Fig. 1: run 1, sizing map
Scale: 2 px per um.
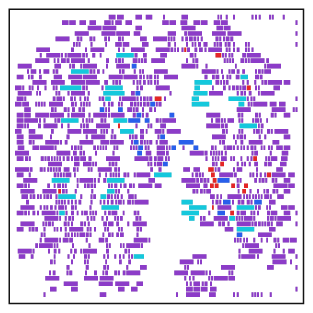
Fig. 2: run 1, gate families picked out
Scale: 2 px per um.
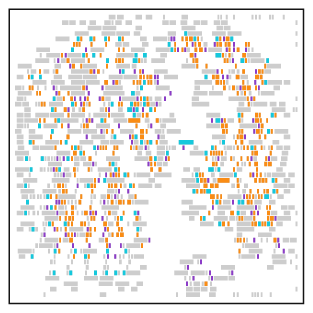
Fig. 3: run 1, placed cells, one colour a class
Scale: 2 px per um. Fill, decap, tap and diode cells in grey.
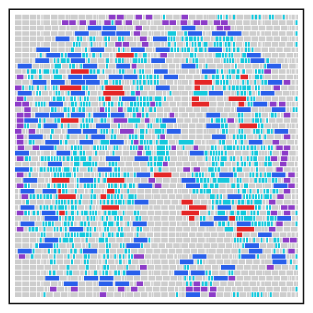
$ cat config.mk
export PLATFORM = sky130hd
export DESIGN_NAME = s2mm_cmd_scheduler
export DESIGN_NICKNAME = d
export VERILOG_FILES = /design/src/rtl/s2mm_sched_pkg.sv /design/src/rtl/s2mm_cmd_scheduler.sv
export SDC_FILE = /design/constraint.sdc
export NUM_CORES = 1
export LEC_CHECK = 0
export ABC_AREA = 1
export CAP_MARGIN = 40
export CORE_MARGIN = 2
export CORE_UTILIZATION = 35
export CTS_BUF_LIST = sky130_fd_sc_hd__clkbuf_16
export DETAILED_ROUTE_END_ITERATION = 10
export MAX_ROUTING_LAYER = met4
export PLACE_DENSITY = 0.61
export SKIP_LAST_GASP = 1
export SLEW_MARGIN = 10
export SYNTH_ARGS = -nofsm -noshare
export SYNTH_HDL_FRONTEND = slang
export SYNTH_SLANG_ARGS = --single-unit
$ cat constraint.sdc
create_clock -name axi_aclk -period 3.6 [get_ports axi_aclk]
set_input_delay 0.9 -clock axi_aclk [delete_from_list [all_inputs] [get_ports axi_aclk]]
set_output_delay 0.9 -clock axi_aclk [all_outputs]
set_load 0.02 [all_outputs]
$ cat src/rtl/s2mm_sched_pkg.sv
// s2mm_sched_pkg: shared types and helpers for the S2MM command scheduler.
//   - sched_state_e : scheduler FSM states
//   - command field offsets/widths of the 72-bit DataMover command word
//   - pack_s2mm_cmd : builds an INCR, EOF-terminated command word
package s2mm_sched_pkg;

  typedef enum logic [2:0] {
    ST_IDLE  = 3'd0,
    ST_ISSUE = 3'd1,
    ST_WAIT  = 3'd2,
    ST_DRAIN = 3'd3,
    ST_ERROR = 3'd4
  } sched_state_e;

  localparam int unsigned CMD_W     = 72;
  localparam int unsigned BTT_LSB   = 0;
  localparam int unsigned BTT_W     = 23;
  localparam int unsigned TYPE_BIT  = 23;
  localparam int unsigned DSA_LSB   = 24;
  localparam int unsigned DSA_W     = 6;
  localparam int unsigned EOF_BIT   = 30;
  localparam int unsigned DRR_BIT   = 31;
  localparam int unsigned SADDR_LSB = 32;
  localparam int unsigned SADDR_W   = 32;
  localparam int unsigned TAG_LSB   = 64;
  localparam int unsigned TAG_W     = 4;
  localparam int unsigned RSVD_LSB  = 68;
  localparam int unsigned RSVD_W    = 4;

  // Assemble one write command: INCR burst, EOF set, no DRE realignment.
  function automatic logic [CMD_W-1:0] pack_s2mm_cmd(
    input logic [BTT_W-1:0]   btt,
    input logic [SADDR_W-1:0] saddr,
    input logic [TAG_W-1:0]   tag
  );
    logic [CMD_W-1:0] cmd;
    cmd                        = '0;
    cmd[BTT_LSB +: BTT_W]      = btt;
    cmd[TYPE_BIT]              = 1'b1;
    cmd[DSA_LSB +: DSA_W]      = '0;
    cmd[EOF_BIT]               = 1'b1;
    cmd[DRR_BIT]               = 1'b0;
    cmd[SADDR_LSB +: SADDR_W]  = saddr;
    cmd[TAG_LSB +: TAG_W]      = tag;
    cmd[RSVD_LSB +: RSVD_W]    = '0;
    return cmd;
  endfunction

endpackage

$ cat src/rtl/s2mm_cmd_scheduler.sv
// s2mm_cmd_scheduler: issues DataMover S2MM commands into a circular capture
// buffer, keeping up to MAX_OUTSTANDING commands in flight, and publishes a
// completed-data write pointer and wrap count.
// Optional feature macro: S2MM_SCHED_ONESHOT_EN (stop issuing after one pass
// over the buffer; capture does not restart until acq_run is dropped).
// Ports:
//   axi_aclk, axi_aresetn       clock, synchronous active-low reset
//   acq_run, err_clr            acquisition control (level / pulse)
//   axis_cmd_t{data,valid,ready} DataMover command stream
//   s2mm_wr_xfer_cmplt          one pulse per completed command
//   s2mm_err, s2mm_halt         DataMover fault indications
//   write_ptr, wrap_count       completed-data position for the host
//   outstanding, busy, error    status
module s2mm_cmd_scheduler
  import s2mm_sched_pkg::*;
#(
  parameter logic [31:0] BUF_BASE        = 32'h0000_0000,
  parameter logic [31:0] BUF_SIZE        = 32'h1000_0000,
  parameter logic [31:0] XFER_BYTES      = 32'h0000_1000,
  parameter int unsigned MAX_OUTSTANDING = 4
) (
  input  logic        axi_aclk,
  input  logic        axi_aresetn,
  input  logic        acq_run,
  input  logic        err_clr,
  output logic [71:0] axis_cmd_tdata,
  output logic        axis_cmd_tvalid,
  input  logic        axis_cmd_tready,
  input  logic        s2mm_wr_xfer_cmplt,
  input  logic        s2mm_err,
  input  logic        s2mm_halt,
  output logic [31:0] write_ptr,
  output logic [15:0] wrap_count,
  output logic [3:0]  outstanding,
  output logic        busy,
  output logic        error
);

  localparam logic [3:0]       MAX_OUT = 4'(MAX_OUTSTANDING);
  localparam logic [BTT_W-1:0] BTT     = BTT_W'(XFER_BYTES);

  sched_state_e state_q, state_d;
  logic [31:0]  issue_off_q, issue_off_d;
  logic [3:0]   tag_q, tag_d;
  logic [3:0]   outstanding_q, outstanding_d;
  logic [31:0]  write_ptr_q, write_ptr_d;
  logic [15:0]  wrap_count_q, wrap_count_d;
  logic         tvalid_q, tvalid_d;
  logic [71:0]  tdata_q, tdata_d;
  logic         error_q, error_d;
  logic         busy_q, busy_d;
  logic         done_q, done_d;

  logic         hs;
  logic         cmplt_eff;
  logic         off_wrap;
  logic [31:0]  off_next;
  logic         wp_wrap;
  logic [31:0]  wp_next;
  logic [3:0]   tag_next;

  // State and datapath registers.
  always_ff @(posedge axi_aclk) begin
    if (!axi_aresetn) begin
      state_q       <= ST_IDLE;
      issue_off_q   <= '0;
      tag_q         <= '0;
      outstanding_q <= '0;
      write_ptr_q   <= '0;
      wrap_count_q  <= '0;
      tvalid_q      <= 1'b0;
      tdata_q       <= '0;
      error_q       <= 1'b0;
      busy_q        <= 1'b0;
      done_q        <= 1'b0;
    end else begin
      state_q       <= state_d;
      issue_off_q   <= issue_off_d;
      tag_q         <= tag_d;
      outstanding_q <= outstanding_d;
      write_ptr_q   <= write_ptr_d;
      wrap_count_q  <= wrap_count_d;
      tvalid_q      <= tvalid_d;
      tdata_q       <= tdata_d;
      error_q       <= error_d;
      busy_q        <= busy_d;
      done_q        <= done_d;
    end
  end

  // Next-state, counters and command presentation.
  always_comb begin
    state_d       = state_q;
    issue_off_d   = issue_off_q;
    tag_d         = tag_q;
    outstanding_d = outstanding_q;
    write_ptr_d   = write_ptr_q;
    wrap_count_d  = wrap_count_q;
    tvalid_d      = tvalid_q;
    tdata_d       = tdata_q;
    error_d       = error_q;
    done_d        = done_q;

    hs        = tvalid_q & axis_cmd_tready;
    // Completions with nothing in flight (e.g. stragglers after reset) are dropped.
    cmplt_eff = s2mm_wr_xfer_cmplt & (outstanding_q != 4'd0);
    off_wrap  = (issue_off_q + XFER_BYTES) == BUF_SIZE;
    off_next  = off_wrap ? 32'd0 : issue_off_q + XFER_BYTES;
    wp_wrap   = (write_ptr_q + XFER_BYTES) == BUF_SIZE;
    wp_next   = wp_wrap ? 32'd0 : write_ptr_q + XFER_BYTES;
    tag_next  = tag_q + 4'd1;

    // Handshake and completion in one cycle cancel in the outstanding count.
    case ({hs, cmplt_eff})
      2'b10:   outstanding_d = outstanding_q + 4'd1;
      2'b01:   outstanding_d = outstanding_q - 4'd1;
      default: outstanding_d = outstanding_q;
    endcase

    if (hs) begin
      issue_off_d = off_next;
      tag_d       = tag_next;
    end

    if (cmplt_eff) begin
      write_ptr_d = wp_next;
      if (wp_wrap && (wrap_count_q != 16'hFFFF)) begin
        wrap_count_d = wrap_count_q + 16'd1;
      end
    end

    case (state_q)
      ST_IDLE: begin
        tvalid_d = 1'b0;
        if (!acq_run) begin
          done_d = 1'b0;
        end else if (!done_q) begin
          issue_off_d  = '0;
          write_ptr_d  = '0;
          wrap_count_d = '0;
          state_d      = ST_ISSUE;
        end
      end

      ST_ISSUE: begin
        if (hs) begin
`ifdef S2MM_SCHED_ONESHOT_EN
          if (!acq_run || off_wrap) begin
            tvalid_d = 1'b0;
            state_d  = ST_DRAIN;
            done_d   = off_wrap;
          end else
`else
          if (!acq_run) begin
            tvalid_d = 1'b0;
            state_d  = ST_DRAIN;
          end else
`endif
          if (outstanding_d >= MAX_OUT) begin
            tvalid_d = 1'b0;
            state_d  = ST_WAIT;
          end else begin
            tdata_d = pack_s2mm_cmd(BTT, BUF_BASE + off_next, tag_next);
          end
        end else if (!tvalid_q) begin
          // First command after leaving IDLE.
          if (!acq_run) begin
            state_d = ST_DRAIN;
          end else if (outstanding_q < MAX_OUT) begin
            tvalid_d = 1'b1;
            tdata_d  = pack_s2mm_cmd(BTT, BUF_BASE + issue_off_q, tag_q);
          end else begin
            state_d = ST_WAIT;
          end
        end
        // tvalid_q && !tready: hold the presented command unchanged.
      end

      ST_WAIT: begin
        tvalid_d = 1'b0;
        if (!acq_run) begin
          state_d = ST_DRAIN;
        end else if (outstanding_d < MAX_OUT) begin
          state_d  = ST_ISSUE;
          tvalid_d = 1'b1;
          tdata_d  = pack_s2mm_cmd(BTT, BUF_BASE + issue_off_q, tag_q);
        end
      end

      ST_DRAIN: begin
        tvalid_d = 1'b0;
        if (outstanding_d == 4'd0) begin
          state_d = ST_IDLE;
        end
      end

      ST_ERROR: begin
        tvalid_d = 1'b0;
        if (err_clr && !acq_run) begin
          state_d       = ST_IDLE;
          error_d       = 1'b0;
          outstanding_d = '0;
        end
      end

      default: begin
        tvalid_d = 1'b0;
        state_d  = ST_IDLE;
      end
    endcase

    // DataMover faults override every other transition.
    if ((s2mm_err || s2mm_halt) && (state_q != ST_IDLE)) begin
      state_d  = ST_ERROR;
      error_d  = 1'b1;
      tvalid_d = 1'b0;
    end

    busy_d = (state_d != ST_IDLE);
  end

  assign axis_cmd_tdata  = tdata_q;
  assign axis_cmd_tvalid = tvalid_q;
  assign write_ptr       = write_ptr_q;
  assign wrap_count      = wrap_count_q;
  assign outstanding     = outstanding_q;
  assign busy            = busy_q;
  assign error           = error_q;

endmodule

==> impl_metrics.yaml, run 1 <==
# flow metrics
clock_network:
  ctsHoldBuffers: 0
  path_clk_slew_ns: 0.07
  numCtsBuffers: 17
  postCtsSetupBuffers: 0
  tritoncts: "yes"
timing:
  finalCriticalPeriod_ns: 3.23
  clock.fmax_mhz: 310
  rsz0062_at_grt: "false"
  finalSetupViolCount: 0
  fin_tns_setup_ns: 0
  hold_viol_final: 0
routing:
  drc_errors: 0
  wl_met1_mm: 8.78
  post_drt_wl_per_cell_um: 12.8
  ant_nets: 0
  dr_wl_met3_um: 788
  vias_per_cell: 4.69
synth:
  adder_share_pct: 1.59
  simple_gate_share_pct: 36.3
  synthCells: 1090
  netlist.area_leader.share_pct: 37.0
  ys.flop_type: "dfxtp_1"
  logic_family: "simple AND/OR/NAND/NOR gates"
  top_cells_by_area: "dfxtp_1 (37%), nand2_1 (14%), nor2_1 (9.7%), inv_1 (6.8%), nand3_1 (5.3%)"
  ys.warnings.count: 0
  avgSynthCellArea_um2: 6.51
  async_flop_share_pct: 0
die:
  fp-utilization_pct: 35.4
grt:
  grt_max_degree: 37
  track_usage_pct: 18.3
  grt_pass1_wl_mm: 31.3
worst_setup_path:
  path_buffers: 4
  crit_chain: "clkdlybuf4s50_1 -> o31ai_4 -> clkinv_1 -> ha_1 -> nand2_1 -> inv_1 -> nor2_1 -> ha_1 -> a21oi_1 -> xor2_1 -> nand2_1 -> o21ai_1 -> inv_1 -> nor2_1 -> nand3_1 -> a21oi_1 -> nand2_1 -> nand2_1 -> nand3_1"
  crit_fanout: 4
  crit_slowest_cell: "clkdlybuf4s50_1"
  cp_common_cell: "nand2_1"
  required_ns: 3.92
  r2r-start: "outstanding[2]$_SDFF_PN0_"
status:
  outcome: "finished, final reports clean"
cells_and_area:
  n_antenna_cell: 0
  final_cell_mix: "nand2_1 (264), nor2_1 (183), dfxtp_1 (131), inv_1 (128), clkdlybuf4s50_1 (101)"
power_and_ir_drop:
  p_leak_uw: 0.00370
placement:
  port_buffers: 101
  place_congestion: 0.860
  dp_slack_ns: -0.0386
worst_hold_path:
  hold_class: "reg2reg"
About Fig. 1:
red -> x2  # cells 19
purple -> x1 and smaller  # cells 1126
blue -> x3 and x4  # cells 22
cyan -> x6 and larger  # cells 34
area grow syn2layout: 25.6%
final worst setup slack: 0.370 ns
Design Area, Final: 0.00891 mm^2
Non-clock buffers: 119

About Fig. 2:
purple -> inv cells  # cells 134, most used inv_1, where spread over the die
orange -> nand cells  # cells 375, most used nand2_1
cyan -> aoi and oai cells  # cells 115, most used a21oi_1, where spread over the die
Post-Layout Cell Count: 1471
logic share of the area: 41.0%
most common logic cell in the routed design: nand2_1

About Fig. 3:
blue -> registers  # cells 131, share of their area 31%
cyan -> remaining logic cells  # cells 919, share of their area 49%
red -> clock drivers and dummy loads  # cells 32, share of their area 7.1%
purple -> remaining buffers and delay cells  # cells 119, share of their area 14%
Core ar.: 0.0200 mm^2
cell row count: 52
Final Core Density: 44.4%
flop share of the area: 29.4%

run 1: per-stage QoR:
step	power (uW)	std cells	instance area (um^2)
3_5_place_dp	3010	1439	8300
5_1_grt	5040	1471	8910
4_1_cts	4850	1471	8910
2_1_floorplan	2530	1122	7210
3_3_place_gp	2990	1438	8280
6_report	4780	1471	8910
run 1: path summary, 6_finish.rpt:
path         slack [ns]  depth (start not counted)                 endpoint
min                0.44                          2  write_ptr[0]$_SDFF_PN0_
max                0.37                         19          busy$_SDFF_PN0_
max reg2reg        0.63                         19          busy$_SDFF_PN0_
min reg2reg        0.44                          2  write_ptr[0]$_SDFF_PN0_
run 1: sequential cells by signal (all words and copies together), names as in the netlist:
signal,flops
axis_cmd_tdata,37
axis_cmd_tvalid,1
busy,1
error,1
issue_off_q,32
outstanding,4
state_q,3
tag_q,4
wrap_count,16
write_ptr,32
run 1: kinds of logic after synthesis:
group           after synthesis
compound gates              116
xor+xnor                     23
fa+ha+maj                     9
buf+inv                     206
flops                       131
mux                           2
other cells                   1
simple gates                602
run 1: worst min-delay path, cell delays in order, from the launching register on:
cell	delay, ns
dfxtp_1	0.32
inv_1	0.05
nor2_1	0.03
run 1: metal layers:
metal / global-route usage [%] / vias up
li1: - / 3578
met1: 22.5 / 3130
met2: 30.3 / 159
met3: 3.69 / 26
met4: 5.87 / 0
met5: - / -
run 1: cell type report:
| cell class | count | area [um^2] | share of cell area (%) |
|---|---|---|---|
| Clock buffer | 17 | 425 | 4.78 |
| Tap cell | 270 | 338 | 3.79 |
| Sequential cell | 131 | 2620 | 29.4 |
| Clock inverter | 15 | 185 | 2.08 |
| Multi-Input combinational cell | 785 | 3650 | 41.0 |
| Inverter | 134 | 503 | 5.65 |
| Timing Repair Buffer | 119 | 1180 | 13.2 |
run 1: synth_stat cells, types with 2 or more instances:
cell / count
mux2i_1: 2
a21oi_1: 59
buf_6: 2
nand3_4: 2
ha_1: 9
nand3_1: 75
o21bai_1: 2
dfxtp_1: 131
buf_4: 37
nor2_1: 183
inv_2: 3
nor3_1: 29
nor2_4: 3
buf_2: 7
clkbuf_1: 23
a31oi_1: 2
nand4_1: 29
xnor2_1: 6
o211ai_1: 2
o21ai_1: 2
o21ai_0: 43
buf_1: 2
nand2_2: 4
clkinv_1: 3
nand2_1: 264
nor2_2: 8
inv_1: 128
xor2_1: 17
nor4_1: 2
run 1: report_power, final:
part           leakage, uW  internal (uW)  total [uW]  switching (uW)
Combinational      0.00234            466        1300             835
Clock             0.000303           1050        1810             756
Sequential         0.00106           1570        1670             101
==> run 1 -> run 2 <==
--- a/config.mk
+++ b/config.mk
@@ -10,11 +10,12 @@
 export CORE_MARGIN = 2
 export CORE_UTILIZATION = 35
 export CTS_BUF_LIST = sky130_fd_sc_hd__clkbuf_16
+export CTS_CLUSTER_SIZE = 30
 export DETAILED_ROUTE_END_ITERATION = 10
 export MAX_ROUTING_LAYER = met4
 export PLACE_DENSITY = 0.61
 export SKIP_LAST_GASP = 1
-export SLEW_MARGIN = 10
+export SLEW_MARGIN = 20
 export SYNTH_ARGS = -nofsm -noshare
 export SYNTH_HDL_FRONTEND = slang
 export SYNTH_SLANG_ARGS = --single-unit
Fig. 4: run 2, signal wires on met3
Scale: 3 px per um.
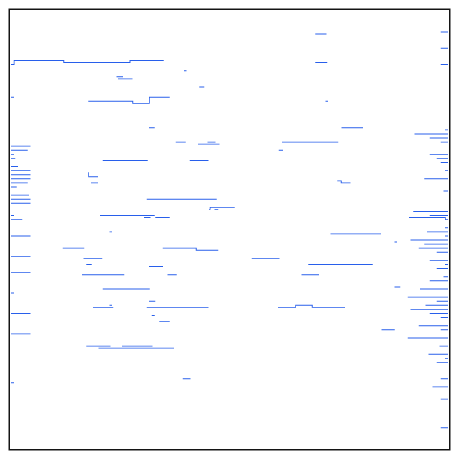
longest straight run = 24.8 um
wire length on this layer = 788 um
main direction = horizontal

==> impl_metrics.yaml, run 2 <==
# flow metrics
status:
  outcome: "finished, final reports clean"
power_and_ir_drop:
  p_sw_uw: 1690
  p_sw_share_pct: 35.4
  p_clk_share_pct: 37.9
synth:
  ys.warnings.count: 0
  synthCells: 1090
worst_setup_path:
  crit_end: "busy$_SDFF_PN0_"
  r2r_cells: 19
  rr_endpoint: "busy$_SDFF_PN0_"
grt:
  grt_max_degree: 37
cells_and_area:
  final_core_util_pct: 44.4
  n_antenna_cell: 0
  final_cell_mix: "nand2_1 (264), nor2_1 (183), dfxtp_1 (131), inv_1 (128), clkdlybuf4s50_1 (101)"
placement:
  dp_slack_ns: -0.0386
  port_buffers: 101
clock_network:
  tritoncts: "yes"
  postCtsSetupBuffers: 0
  path_clk_slew_ns: 0.07
timing:
  clock.fmax_mhz: 310
die:
  coreArea_mm2: 0.0200
Fig. 5: run 2, routing congestion map
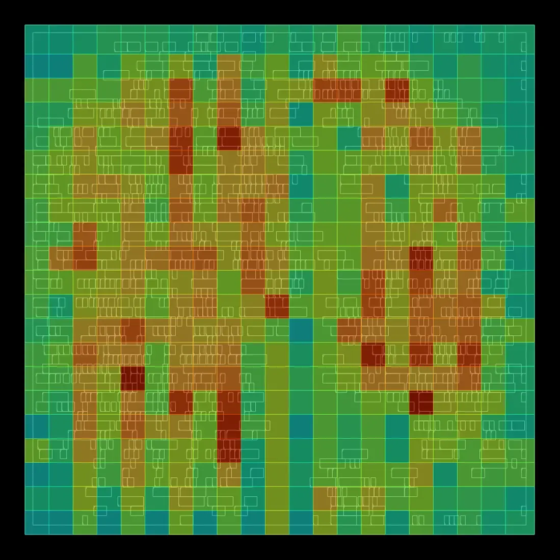
M1 GR Usage: 22.5%
met3 Resource Use GR: 3.69%

## run 2: layer usage
| layer | vias to the layer above | global-route usage (%) | part of all wire [%] |
|---|---|---|---|
| li1 | 3578 | - | - |
| met1 | 3130 | 22.5 | 47 |
| met2 | 159 | 30.3 | 48 |
| met3 | 26 | 3.69 | 4.2 |
| met4 | 0 | 5.87 | 1.5 |
| met5 | - | - | 0 |
## run 2: area by class of cell
cell class	count	share of cell area (%)
inverters	134	5.65
flip-flops and latches	131	29.4
clock buffers	17	4.78
clock inverters	15	2.08
well taps	270	3.79
multi-input cells	785	41.0
repair buffers	119	13.2
## run 2: cells by family after synthesis
group / Yosys count / synth area share, %
buf+inv: 206 / 13.2
fa+ha+maj: 9 / 1.59
flops: 131 / 37.0
simple gates: 602 / 36.3
other cells: 1 / 0.0529
mux: 2 / 0.282
compound gates: 116 / 8.78
xor+xnor: 23 / 2.84
## run 2: power groups by stage
stage | Combinational (uW) | Clock [uW] | Sequential [uW]
after floorplan | 749 | 0 | 1790
after global placement | 1300 | 0 | 1700
after detailed placement | 1310 | 0 | 1700
after CTS | 1320 | 1860 | 1670
after global routing | 1440 | 1920 | 1680
final | 1300 | 1810 | 1670
## run 2: critical path: stages
cell,delay [ns]
clkdlybuf4s50_1,0.56
o31ai_4,0.10
clkinv_1,0.07
ha_1,0.18
nand2_1,0.06
inv_1,0.08
nor2_1,0.06
ha_1,0.17
a21oi_1,0.15
xor2_1,0.17
nand2_1,0.06
o21ai_1,0.16
inv_1,0.07
nor2_1,0.25
nand3_1,0.14
a21oi_1,0.15
nand2_1,0.07
nand2_1,0.08
nand3_1,0.07
## run 2: worst min path at each step
stage | slack [ns] | endpoint | cells after the start
finish | 0.44 | write_ptr[0]$_SDFF_PN0_ | 2
global route | 0.46 | write_ptr[2]$_SDFF_PN0_ | 2
CTS | 0.45 | write_ptr[2]$_SDFF_PN0_ | 2
detailed placement | 0.44 | write_ptr[2]$_SDFF_PN0_ | 2
global placement | 0.43 | write_ptr[1]$_SDFF_PN0_ | 2
floorplan | 0.45 | issue_off_q[0]$_SDFF_PN0_ | 2
## run 2: metrics by stage
| stage | hold slack, ns | cell area (um^2) |
|---|---|---|
| after CTS | 0.449 | 8910 |
| after floorplan | 0.447 | 7210 |
| after global placement | 0.434 | 8280 |
| after detailed placement | 0.436 | 8300 |
| after global routing | 0.462 | 8910 |
| final | 0.444 | 8910 |
Fig. 6: run 2, placed cells, one colour a class
Scale: 2 px per um. Fill, decap, tap and diode cells in grey.
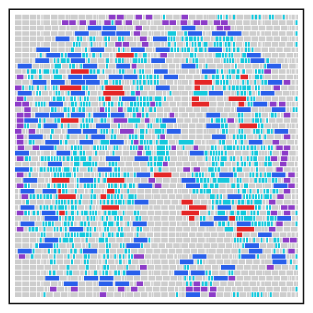

==> run 2 -> run 3 <==
--- a/config.mk
+++ b/config.mk
@@ -8,12 +8,12 @@
 export ABC_AREA = 1
 export CAP_MARGIN = 40
 export CORE_MARGIN = 2
-export CORE_UTILIZATION = 35
+export CORE_UTILIZATION = 48
 export CTS_BUF_LIST = sky130_fd_sc_hd__clkbuf_16
 export CTS_CLUSTER_SIZE = 30
 export DETAILED_ROUTE_END_ITERATION = 10
 export MAX_ROUTING_LAYER = met4
-export PLACE_DENSITY = 0.61
+export PLACE_DENSITY = 0.79
 export SKIP_LAST_GASP = 1
 export SLEW_MARGIN = 20
 export SYNTH_ARGS = -nofsm -noshare
==> constraint.sdc (replaced) <==
create_clock -name axi_aclk -period 2.9 [get_ports axi_aclk]
set_input_delay 0.725 -clock axi_aclk [delete_from_list [all_inputs] [get_ports axi_aclk]]
set_output_delay 0.725 -clock axi_aclk [all_outputs]
set_load 0.02 [all_outputs]
Fig. 7: run 3, placed cells, one colour a class
Scale: 3 px per um. Fill, decap, tap and diode cells in grey.
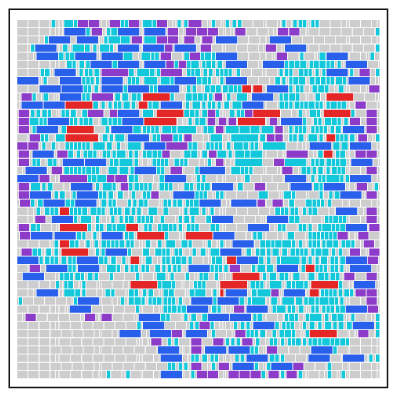
flop share of the area: 28.8%
Design Area, Final: 0.00915 mm^2
cell row count: 44

==> impl_metrics.yaml, run 3 <==
# flow metrics
timing:
  fin_ws_ns: 0.135
  clock.fmax_mhz: 362
  finalSetupViolCount: 0
routing:
  vias_per_cell: 5.04
  post_drt_wl_per_cell_um: 13.3
  drc_errors: 0
synth:
  ys_sh_mux_pct: 0.282
  adder_share_pct: 1.59
  avgSynthCellArea_um2: 6.51
  logic_family: "simple AND/OR/NAND/NOR gates"
  top_cells_by_count: "nand2_1 (264), nor2_1 (183), dfxtp_1 (131), inv_1 (128), nand3_1 (75)"
  async_flop_share_pct: 0
placement:
  place_congestion: 0.941
worst_hold_path:
  min_path_cells: 2
  whs_endpoint: "write_ptr[3]$_SDFF_PN0_"
die:
  fp-utilization_pct: 49.0
worst_setup_path:
  rr_endpoint: "axis_cmd_tdata[61]$_SDFFE_PN0P_"
grt:
  track_usage_pct: 23.8
clock_network:
  path_clk_slew_ns: 0.06
status:
  outcome: "finished, final reports clean"
cells_and_area:
  largest_reg_flops: 37
  lay_top_count: "nand2_1"
  areaGrowthSynthToFinish_pct: 28.9
Fig. 8: run 3, signal wires on met3
Scale: 4 px per um.
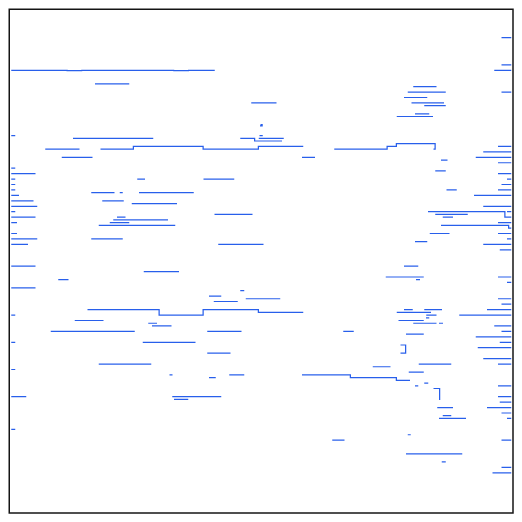
main direction = horizontal
wire length on this layer = 951 um
nets with wire on the layer = 131
longest straight run = 23.0 um
met3 Resource Use GR: 4.88%
Routed WL: 18.6 mm
via count: 7065

==> run 3: timing repair <==
| action | CTS | global route |
|---|---|---|
| gates cloned | 0 | 2 |
| pin swaps | 2 | 8 |
| gates resized | 4 | 36 |
| hold buffers | 0 | 0 |
| buffers inserted | 0 | 2 |
| setup endpoints to repair | 7 | 38 |
==> run 3: metal layers <==
layer / GRT usage [%] / routed length [um]
met3: 4.88 / 951
met5: - / 0
met1: 29.7 / 8220
met4: 7.12 / 281
met2: 39.0 / 9150
==> run 3: how the worst max path moves through the flow <==
stage	from	to	depth (start not counted)
global placement	s2mm_wr_xfer_cmplt	axis_cmd_tdata[63]$_SDFFE_PN0P_	17
global route	outstanding[3]$_SDFF_PN0_	axis_cmd_tdata[50]$_SDFFE_PN0P_	18
detailed placement	s2mm_wr_xfer_cmplt	axis_cmd_tdata[62]$_SDFFE_PN0P_	17
CTS	axis_cmd_tready	axis_cmd_tdata[42]$_SDFFE_PN0P_	17
finish	outstanding[3]$_SDFF_PN0_	axis_cmd_tdata[61]$_SDFFE_PN0P_	19
floorplan	outstanding[3]$_SDFF_PN0_	axis_cmd_tdata[64]$_SDFFE_PN0P_	21
==> run 3: area by class of cell <==
type / count / area [um^2] / share of cell area [%]
multi-input combinational: 785 / 3810 / 41.6
sequential: 131 / 2630 / 28.8
timing repair buffer: 135 / 1370 / 15.0
inverter: 134 / 512 / 5.59
clock buffer: 17 / 425 / 4.65
tap: 184 / 230 / 2.52
clock inverter: 15 / 171 / 1.87
==> run 3: cell families after synthesis <==
kind of cell	Yosys count
adder cells (fa/ha/maj)	9
flip-flops	131
multiplexers	2
XOR/XNOR	23
other	1
buffers and inverters	206
AND/OR/NAND/NOR	602
AND-OR/OR-AND	116
==> run 3: metrics by stage <==
| stage | util (%) | instances |
|---|---|---|
| 2_1_floorplan | - | 1122 |
| 3_3_place_gp | 57.6 | 1365 |
| 3_5_place_dp | 57.6 | 1365 |
| 4_1_cts | 61.8 | 1397 |
| 5_1_grt | 63.2 | 1401 |
| 6_report | 63.2 | 1401 |
==> run 3: where the power goes <==
| part | internal, uW | leakage (uW) | switching [uW] |
|---|---|---|---|
| registers | 1950 | 0.00106 | 119 |
| clock network | 1290 | 0.000293 | 889 |
| logic | 716 | 0.00253 | 1140 |
==> run 3: worst max-delay path: stages, from the launching register on <==
cell and delay (ns):
dfxtp_4 0.36, nor2_4 0.11, inv_2 0.06, o31ai_4 0.20, clkinv_2 0.13, ha_4 0.19
nor2_4 0.10, nor2_4 0.05, ha_4 0.15, a21oi_2 0.10, xor2_1 0.15, nand2_1 0.08
o21ai_2 0.09, nand4_1 0.14, nand2_1 0.13, nand3_4 0.17, inv_8 0.14, clkbuf_16 0.16
nand2_1 0.05, a21oi_1 0.12
Power figures rest on the tool's default switching activity, not on a simulated workload.
